==> config.mk <==
export PLATFORM = sky130hd
export DESIGN_NAME = uart_tx_sched_flat
export DESIGN_NICKNAME = d
export VERILOG_FILES = /design/src/rtl/uart_tx_sched_if.sv /design/src/rtl/uart_tx_sched.sv /design/src/flat_wrapper.sv
export SDC_FILE = /design/constraint.sdc
export NUM_CORES = 1
export LEC_CHECK = 0
export CORE_MARGIN = 4
export CORE_UTILIZATION = 39
export CTS_BUF_LIST = sky130_fd_sc_hd__clkbuf_8 sky130_fd_sc_hd__clkbuf_16
export CTS_CLUSTER_SIZE = 16
export DETAILED_ROUTE_END_ITERATION = 10
export GPL_ROUTABILITY_DRIVEN = 0
export HOLD_SLACK_MARGIN = 0.03
export PLACE_DENSITY = 0.68
export SETUP_SLACK_MARGIN = 0.02
export SYNTH_ARGS = -nofsm -noshare
export SYNTH_HDL_FRONTEND = slang
export SYNTH_SLANG_ARGS = --single-unit
export TNS_END_PERCENT = 5
==> constraint.sdc <==
create_clock -name i_clk -period 2.9 [get_ports i_clk]
set_input_delay 0.29 -clock i_clk [delete_from_list [all_inputs] [get_ports i_clk]]
set_output_delay 0.29 -clock i_clk [all_outputs]
set_load 0.01 [all_outputs]
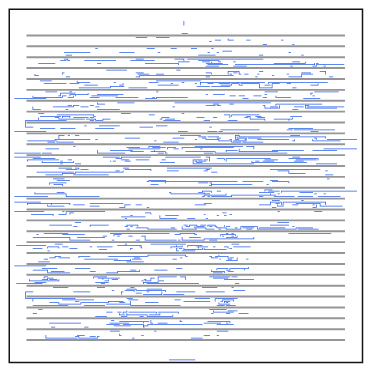
m1.png
Scale: 4 px per micron. Supply wires on this layer in grey.
- wire length on this layer: 2,390 microns
- longest straight run: 23.9 microns
- share of all routed wire: 42%
- main direction: horizontal
GR Util met1: 19.1%
DR vias: 1,875
final WL: 5.64 mm

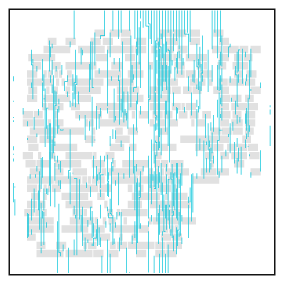
m2.png
Scale: 3 px per micron.
- wire length on this layer: 2,900 microns
- nets with wire on the layer: 307
- longest straight run: 37.2 microns
- share of all routed wire: 51%
- main direction: vertical
met2 Usage GRT: 26.9%

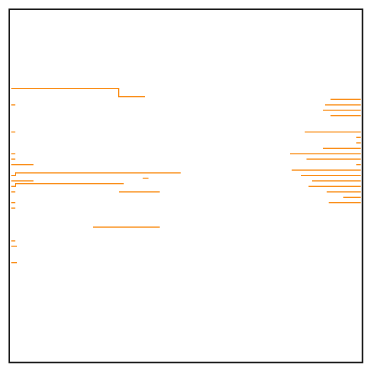
m3.png
Scale: 4 px per micron.
- longest straight run: 41.2 microns
- main direction: horizontal
- share of all routed wire: 5.6%
- nets with wire on the layer: 34
- wire length on this layer: 317 microns
GR Util met3: 3.86%

==> results.py <==
# Metrics from the implementation run
metrics = {
    "pwr": {
        "p_int_mw": 1.90,
        "peakVddDrop_v": 0.000533,
        "leakage_nw": 1.52,
        "p_comb_share_pct": 59.7,
        "comb_power_mw": 1.82,
        "p_clk_uw": 348,
        "p_switching_mw": 1.16,
    },
    "critical_path": {
        "r2r_slack_ns": 0.39,
        "crit_arrival_ns": 2.30,
        "crit_buf_inv": 3,
        "slowest_stage": "dfstp_2",
    },
    "synth": {
        "synth.cell_area_sq_mm": 0.00249,
        "ys_sh_aoi_pct": 6.57,
        "yosysTopAreaCellShare_pct": 38.1,
        "syn_inst": 231,
        "yosys_warnings": 0,
        "synth-xor-area-share_pct": 16.2,
        "synth.logic.top_family": "multiplexers",
        "adder_share_pct": 3.01,
        "ys_cells": 231,
        "async_reset_ff_share_pct": 100,
        "mux_share_pct": 16.9,
        "synth-edff-count": 0,
        "synthTopCellsByCount": "39 x xnor2_1, 38 x dfrtp_1, 22 x nand2_1",
    },
    "timing": {
        "whs_ns": 0.356,
        "final.setup_skew_ns": 0.00409,
        "layout_setup_ws_ns": 0.309,
        "timing.fmax_mhz": 386,
        "hold_viol_final": 0,
        "maxSlewHeadroom_pct": 69.3,
        "fin_crit_sh_pct": 89.4,
    },
    "cells_and_area": {
        "fillers": 560,
        "dominant-cell-class": "logic gates",
        "syn_to_final_growth_pct": 36.9,
        "num-multi-input-gates": 174,
        "seq_area_share_pct": 29.4,
        "instances_no_fill": 387,
        "lay_top_count": "clkdlybuf4s50_1",
        "post-route-util_pct": 56.3,
        "clock_cell_area_share_pct": 2.38,
        "largest_reg_flops": 16,
        "seq_area_sq_mm": 0.00100,
        "drive_above_1_share_pct": 14.1,
        "comb_share_pct": 40.7,
    },
    "drt": {
        "highest_layer": "met4",
        "wl_met3_microns": 317,
        "via_per_inst": 4.84,
    },
    "die": {
        "die_y_microns": 88.0,
        "std_cell_rows": 28,
        "die_width_microns": 88.0,
        "initCoreUtil_pct": 41.1,
        "chip_area_sq_mm": 0.00774,
        "core_area_sq_mm": 0.00606,
    },
    "cts": {
        "clk_path_buf_depth": 2,
        "cts_tree": "built",
        "cts_buffers": 5,
        "cts_resized": 2,
        "cts_setup_buffers": 1,
    },
    "placement": {
        "dpl.cell_count": 377,
        "io_buffers": 75,
    },
    "global_routing": {
        "track_usage_pct": 15.4,
        "busiest_layer": "met2",
        "grt_max_degree": 39,
    },
    "outcome": {
        "outcome": "complete, no violations",
    },
    "worst_hold_path": {
        "hold_class": "primary input to asynchronous set/reset pin",
    },
    "run": {
        "maxCapViolCount": 0,
    },
}
Power figures rest on the tool's default switching activity, not on a simulated workload.
